<file path="config.mk">
export PLATFORM = sky130hd
export DESIGN_NAME = bus_arbiter_flat
export DESIGN_NICKNAME = d
export VERILOG_FILES = /design/src/rtl/bus_arbiter_pkg.sv /design/src/rtl/bus_arbiter_if.sv /design/src/rtl/bus_arbiter_round_robin_picker.sv /design/src/rtl/bus_arbiter.sv /design/src/flat_wrapper.sv
export SDC_FILE = /design/constraint.sdc
export NUM_CORES = 1
export LEC_CHECK = 0
export ABC_AREA = 1
export CAP_MARGIN = 20
export CORE_MARGIN = 4
export CORE_UTILIZATION = 36
export DETAILED_ROUTE_END_ITERATION = 10
export PLACE_DENSITY = 0.81
export SLEW_MARGIN = 25
export SYNTH_ARGS = -nofsm -noshare
export SYNTH_HDL_FRONTEND = slang
export SYNTH_HIERARCHICAL = 1
export SYNTH_SLANG_ARGS = --single-unit
</file>
<file path="constraint.sdc">
create_clock -name clk -period 2 [get_ports clk]
set_input_delay 0.4 -clock clk [delete_from_list [all_inputs] [get_ports clk]]
set_output_delay 0.4 -clock clk [all_outputs]
set_load 0.1 [all_outputs]
</file>
<file path="src/rtl/bus_arbiter_pkg.sv">
// Shared types and constants for the two-requester line-transfer bus arbiter.
package bus_arbiter_pkg;

  // Words per cache line; the arbiter's LineWords parameter defaults to this.
  localparam int LINE_WORDS = 4;

  typedef enum logic [1:0] {
    ST_IDLE,
    ST_SETUP,
    ST_ACCESS
  } state_e;

  // 0 = fetch unit, 1 = load/store unit
  typedef logic req_idx_t;

endpackage

</file>
<file path="src/rtl/bus_arbiter_if.sv">
// APB-like single-word bus between the arbiter (master) and the external slave.
interface bus_arbiter_if;
  logic [31:0] addr;
  logic        select;
  logic        enable;
  logic        write;
  logic [31:0] wdata;
  logic [31:0] rdata;
  logic        ready;

  modport master (
    output addr, select, enable, write, wdata,
    input  rdata, ready
  );

  modport slave (
    input  addr, select, enable, write, wdata,
    output rdata, ready
  );
endinterface

</file>
<file path="src/rtl/bus_arbiter_round_robin_picker.sv">
// Two-way round-robin choice: a lone request wins, a tie goes to the requester
// that did not own the bus last.
module round_robin_picker
  import bus_arbiter_pkg::*;
(
  input  logic     req0,
  input  logic     req1,
  input  req_idx_t last_owner,
  output logic     any_req,
  output req_idx_t winner
);

  always_comb begin
    any_req = req0 | req1;
    if (req0 && req1) begin
      winner = ~last_owner;
    end else if (req1) begin
      winner = 1'b1;
    end else begin
      winner = 1'b0;
    end
  end

endmodule

</file>
<file path="src/rtl/bus_arbiter.sv">
// Shares one APB-like bus between fetch (0) and load/store (1); each grant moves
// one cache line as LineWords sequential setup/access word transfers.
module bus_arbiter
  import bus_arbiter_pkg::*;
#(
  parameter int LineWords = LINE_WORDS
) (
  input  logic                         clk,
  input  logic                         rst,
  input  logic                         req0,
  input  logic                         req1,
  input  logic                         write0,
  input  logic                         write1,
  input  logic [31:0]                  addr0,
  input  logic [31:0]                  addr1,
  input  logic [31:0]                  wdata0,
  input  logic [31:0]                  wdata1,
  output logic                         grant0,
  output logic                         grant1,
  output logic [$clog2(LineWords)-1:0] beat,
  output logic                         rvalid0,
  output logic                         rvalid1,
  output logic [31:0]                  rdataOut,
  output logic                         done0,
  output logic                         done1,
  bus_arbiter_if.master                bus
);

  localparam int BeatW = $clog2(LineWords);
  localparam int LineW = 32 - BeatW - 2;
  localparam logic [BeatW-1:0] LastBeat = BeatW'(LineWords - 1);

  state_e             state_q, state_d;
  req_idx_t           owner_q, owner_d;
  logic               write_q, write_d;
  logic [LineW-1:0]   line_q, line_d;
  logic [BeatW-1:0]   beat_q, beat_d;
  logic [31:0]        rdata_out_q, rdata_out_d;
  logic               rvalid0_q, rvalid0_d;
  logic               rvalid1_q, rvalid1_d;
  logic               done0_q, done0_d;
  logic               done1_q, done1_d;

  logic               any_req;
  req_idx_t           winner;
  logic               select;
  logic               unused_addr_bits;

  // Word-offset bits of the requested line address are not used.
  assign unused_addr_bits = ^{addr0[BeatW+1:0], addr1[BeatW+1:0]};

  round_robin_picker u_picker (
    .req0       (req0),
    .req1       (req1),
    .last_owner (owner_q),
    .any_req    (any_req),
    .winner     (winner)
  );

  always_comb begin
    state_d     = state_q;
    owner_d     = owner_q;
    write_d     = write_q;
    line_d      = line_q;
    beat_d      = beat_q;
    rdata_out_d = rdata_out_q;
    rvalid0_d   = 1'b0;
    rvalid1_d   = 1'b0;
    done0_d     = 1'b0;
    done1_d     = 1'b0;

    unique case (state_q)
      ST_IDLE: begin
        if (any_req) begin
          owner_d = winner;
          write_d = winner ? write1 : write0;
          line_d  = winner ? addr1[31:BeatW+2] : addr0[31:BeatW+2];
          beat_d  = '0;
          state_d = ST_SETUP;
        end
      end
      ST_SETUP: begin
        state_d = ST_ACCESS;
      end
      ST_ACCESS: begin
        if (bus.ready) begin
          if (!write_q) begin
            rdata_out_d = bus.rdata;
            rvalid0_d   = ~owner_q;
            rvalid1_d   = owner_q;
          end
          if (beat_q == LastBeat) begin
            done0_d = ~owner_q;
            done1_d = owner_q;
            state_d = ST_IDLE;
          end else begin
            beat_d  = beat_q + 1'b1;
            state_d = ST_SETUP;
          end
        end
      end
      default: begin
        state_d = ST_IDLE;
      end
    endcase
  end

  always_ff @(posedge clk or negedge rst) begin
    if (!rst) begin
      state_q     <= ST_IDLE;
      owner_q     <= 1'b1;
      write_q     <= 1'b0;
      line_q      <= '0;
      beat_q      <= '0;
      rdata_out_q <= '0;
      rvalid0_q   <= 1'b0;
      rvalid1_q   <= 1'b0;
      done0_q     <= 1'b0;
      done1_q     <= 1'b0;
    end else begin
      state_q     <= state_d;
      owner_q     <= owner_d;
      write_q     <= write_d;
      line_q      <= line_d;
      beat_q      <= beat_d;
      rdata_out_q <= rdata_out_d;
      rvalid0_q   <= rvalid0_d;
      rvalid1_q   <= rvalid1_d;
      done0_q     <= done0_d;
      done1_q     <= done1_d;
    end
  end

  // Bus outputs are forced to zero outside a transfer so reset clears them at once.
  assign select     = (state_q != ST_IDLE);
  assign bus.select = select;
  assign bus.enable = (state_q == ST_ACCESS);
  assign bus.write  = select & write_q;
  assign bus.addr   = select ? {line_q, beat_q, 2'b00} : '0;
  assign bus.wdata  = (select && write_q) ? (owner_q ? wdata1 : wdata0) : '0;

  // The owner keeps its grant through the done cycle, which is already IDLE.
  assign grant0   = (select & ~owner_q) | done0_q;
  assign grant1   = (select & owner_q) | done1_q;
  assign beat     = beat_q;
  assign rvalid0  = rvalid0_q;
  assign rvalid1  = rvalid1_q;
  assign rdataOut = rdata_out_q;
  assign done0    = done0_q;
  assign done1    = done1_q;

endmodule

</file>
<file path="src/flat_wrapper.sv">
// flat-port wrapper written by rule: the top's interface ports become plain ports
module bus_arbiter_flat import bus_arbiter_pkg::*;
#(
  parameter int LineWords = LINE_WORDS
)
  (clk, rst, req0, req1, write0, write1, addr0, addr1, wdata0, wdata1, grant0, grant1, beat, rvalid0, rvalid1, rdataOut, done0, done1, bus_addr, bus_select, bus_enable, bus_write, bus_wdata, bus_rdata, bus_ready);
  bus_arbiter_if bus_i ();
  input  logic clk;
  input  logic rst;
  input  logic req0;
  input  logic req1;
  input  logic write0;
  input  logic write1;
  input  logic [31:0] addr0;
  input  logic [31:0] addr1;
  input  logic [31:0] wdata0;
  input  logic [31:0] wdata1;
  output logic grant0;
  output logic grant1;
  output logic [$clog2(LineWords)-1:0] beat;
  output logic rvalid0;
  output logic rvalid1;
  output logic [31:0] rdataOut;
  output logic done0;
  output logic done1;
  output wire logic [$bits(bus_i.addr)-1:0] bus_addr;
  output wire logic [$bits(bus_i.select)-1:0] bus_select;
  output wire logic [$bits(bus_i.enable)-1:0] bus_enable;
  output wire logic [$bits(bus_i.write)-1:0] bus_write;
  output wire logic [$bits(bus_i.wdata)-1:0] bus_wdata;
  input wire logic [$bits(bus_i.rdata)-1:0] bus_rdata;
  input wire logic [$bits(bus_i.ready)-1:0] bus_ready;
  assign bus_addr = bus_i.addr;
  assign bus_select = bus_i.select;
  assign bus_enable = bus_i.enable;
  assign bus_write = bus_i.write;
  assign bus_wdata = bus_i.wdata;
  assign bus_i.rdata = bus_rdata;
  assign bus_i.ready = bus_ready;
  bus_arbiter #(.LineWords(LineWords)) u_core (.clk(clk), .rst(rst), .req0(req0), .req1(req1), .write0(write0), .write1(write1), .addr0(addr0), .addr1(addr1), .wdata0(wdata0), .wdata1(wdata1), .grant0(grant0), .grant1(grant1), .beat(beat), .rvalid0(rvalid0), .rvalid1(rvalid1), .rdataOut(rdataOut), .done0(done0), .done1(done1), .bus(bus_i));
endmodule
</file>
==> flow_summary_export.csv <==
group,metric,value,unit
logic_synthesis,yosysWarnings,6,
logic_synthesis,netlist_instances,615,
worst_setup_path,reg2regPathDepth,8,
timing,hold_viol,0,
status,violations,"negative setup slack",
clock_tree,cts_max_path_buffers,2,
placement,dpl_worst_slack,209,ps
logic_synthesis,synth_cell_types,27,
layout,fin_util,73.0,%
floorplan,rows,38,
drt,first_pass_iters,5,
placement,dp.cells,996,
logic_synthesis,netlist_area,4100,sq um
layout,mi_logic_area,1840,sq um
logic_synthesis,synth-adder-area-share,0.610,%
drt,drt_iter0_markers,264,
placement,routabilityCongestion,0.854,
logic_synthesis,aoi_share,9.58,%
layout,design_area,8020,sq um
logic_synthesis,muxShareOfSynthArea,0,%
timing,fin_crit_sh,102,%
logic_synthesis,edf_count,0,
clock_tree,h-tree-depth,3,
drt,wl,14500,microns
logic_synthesis,synthFlopType,"dfrtp_1",
clock_tree,cts-root-buf,"clkbuf_16",
timing,max_freq,488,MHz
logic_synthesis,ys_seq_share,42.8,%
worst_setup_path,worstPathRequired,1600,ps
timing,slew_viol_final,0,
timing,setup_ws,-47.9,ps
drt,vias_per_cell,4.50,
floorplan,ios,274,
worst_setup_path,arrival,1650,ps
flow_run,warnings,39,
drt,avgRoutedWirePerCell,14.3,microns
placement,hpwl,11300,microns
logic_synthesis,synth.most_common_cell,"nand2_1",
global_routing,antenna_found_initial,1,
clock_tree,clk_pin_slew,60,ps
layout,final_nets,1038,
clock_tree,ctsHoldBuffers,0,
global_routing,grt_pass1_wl,21300,microns
placement,place_area,7570,sq um
status,status,"finished with violations",
drt,num_vias,4570,
global_routing,grt_overflow,0,
layout,syn_to_final_growth,95.5,%
logic_synthesis,top_logic_kind,"simple AND/OR/NAND/NOR gates",
floorplan,core-area,11000,sq um
drt,drc,0,
logic_synthesis,top_cells_by_area,"dfrtp_1 42%, nand2_1 26%, inv_1 9.7%, o21ai_1 3.8%, nor2_1 3.1%",
worst_setup_path,criticalPathCategory,"flop to primary output",
worst_setup_path,cp-end-kind,"primary output",
timing,finalSetupViolCount,15,
worst_setup_path,r2r_slack,400,ps
worst_setup_path,r2r_start,"u_core/owner_q$_DFFE_PN1P_",
worst_setup_path,crit_path_start_kind,"flop",
floorplan,chipWidth,115,microns
-- worst max-delay path, cell delays in order, from the launching register on --
cell and delay, ps:
dfstp_2 600, inv_4 60, buf_12 150, nand2_2 70
nand2_2 50, nand2_2 90, clkinvlp_4 120, buf_12 180
-- flip-flops by register name, summed over array words and instances (netlist names) --
register and count:
u_core/write_q 1, u_core/rdataOut 32, u_core/beat 2, u_core/line_q 28, u_core/state_q 2, u_core/done0 1, u_core/rvalid1 1, u_core/rvalid0 1
u_core/owner_q 1, u_core/done1 1
-- final cells by class --
type | instances | area share [%]
Clock buffer | 9 | 2.81
Sequential cell | 70 | 21.9
Tap cell | 140 | 2.19
Antenna cell | 1 | 0.0312
Clock inverter | 7 | 0.718
Timing Repair Buffer | 277 | 43.1
Multi-Input combinational cell | 403 | 22.9
Inverter | 108 | 6.35
-- routing by layer --
metal	vias to the layer above	routed length, microns	GRT usage [%]
li1	2301	-	-
met1	2040	5220	22.2
met2	206	7250	37.3
met3	23	1660	9.41
met4	0	362	6.42
met5	-	0	0
-- cells by family after synthesis --
kind of cell    after synthesis
simple gates                332
compound gates               67
buf+inv                     143
flops                        70
fa+ha+maj                     2
other cells                   1
-- worst max path at each step --
stage                             startpoint                           end  depth (start not counted)
4_1_cts           u_core/owner_q$_DFFE_PN1P_                  bus_wdata[7]                          7
3_3_place_gp                       wdata1[7]                  bus_wdata[7]                          6
2_1_floorplan  u_core/state_q[0]$_DFFE_PN0P_                  bus_addr[10]                          3
5_1_grt           u_core/owner_q$_DFFE_PN1P_                  bus_wdata[9]                          7
3_5_place_dp                            req0  u_core/line_q[3]$_DFFE_PN0P_                          7
6_report          u_core/owner_q$_DFFE_PN1P_                  bus_wdata[7]                          7
-- per-stage QoR --
step	hold WS [ps]
floorplan	104
detailed placement	400
finish	30.5
global placement	395
global route	51.5
CTS	38.9
-- layout by cell type, fill, tap and decap left out, drive strengths merged --
cell,count
o21ai,63
a21oi,2
nand2,286
clkinv,2
conb,2
nor2,37
dfrtp,69
clkinvlp,29
buf,119
dfstp,1
nor3,2
o21bai,2
ha,2
inv,84
or2,1
diode,1
clkbuf,10
clkdlybuf4s50,157
nand3,6
-- what timing repair did --
action / in CTS / in global routing
cloned: 0 / 1
gates resized: 17 / 37
buffers inserted: 0 / 1
endpoints found under the setup margin: 33 / 32
pin swaps: 0 / 10
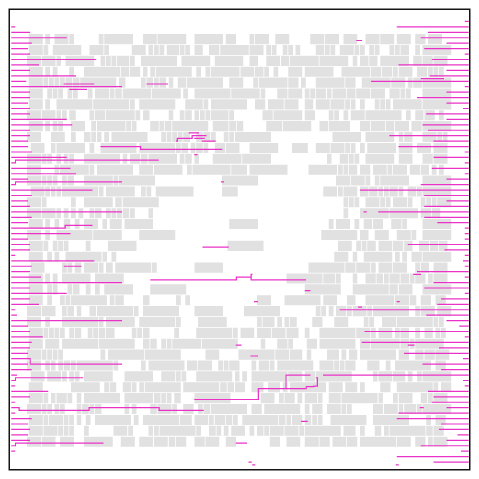
Figure 1: the metal 3 layer.
Scale: 4 px per micron. Cells faint in the background.
- nets with wire on the layer: 179
- share of all routed wire: 11%
- longest straight run: 36.1 microns
- main direction: horizontal
- wire length on this layer: 1660 microns

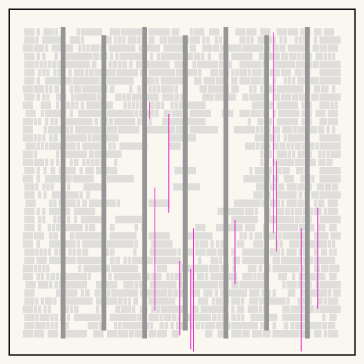
Figure 2: met4 routing.
Scale: 3 px per micron. Supply wires on this layer in grey. Cells faint in the background.
- nets with wire on the layer: 10
- longest straight run: 66.6 microns

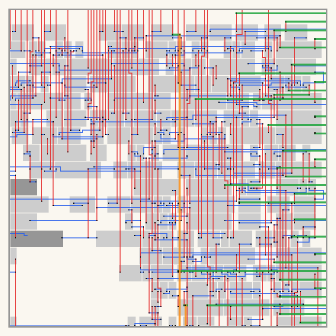
Figure 3: layout detail.
Region (61, 61) to (111, 111) microns. Cells in grey, sequential cells in the stronger grey; small squares are vias.
- red: met2
- blue: met1
- orange: met4
- green: met3
- cells with their middle in the window: 199
- netlist names of flops here include: u_core/owner_q (1)
- most frequent: nand2_1 (71), clkdlybuf4s50_1 (44), buf_12 (29)
- sequential cells in the window: 1

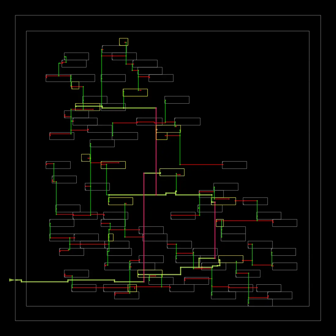
Figure 4: clock wiring as the flow saved it.
total CTS buffers: 9
worst skew pair latency: 340 ps
registers: 70

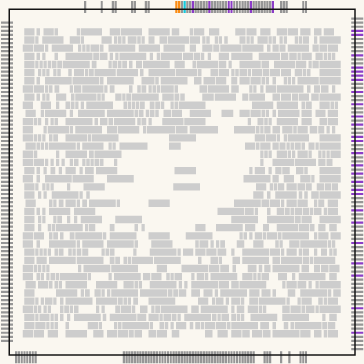
Figure 5: I/O pins on the die edge.
Scale: 3 px per micron. Pins as bars across the die edge, other pins in grey.
- purple: bus_wdata (pins 32; direction output; edge 26 right, 6 top)
- cyan: bus_ready (pins 1; direction input; edge top)
- orange: beat (pins 2; direction output; edge top)

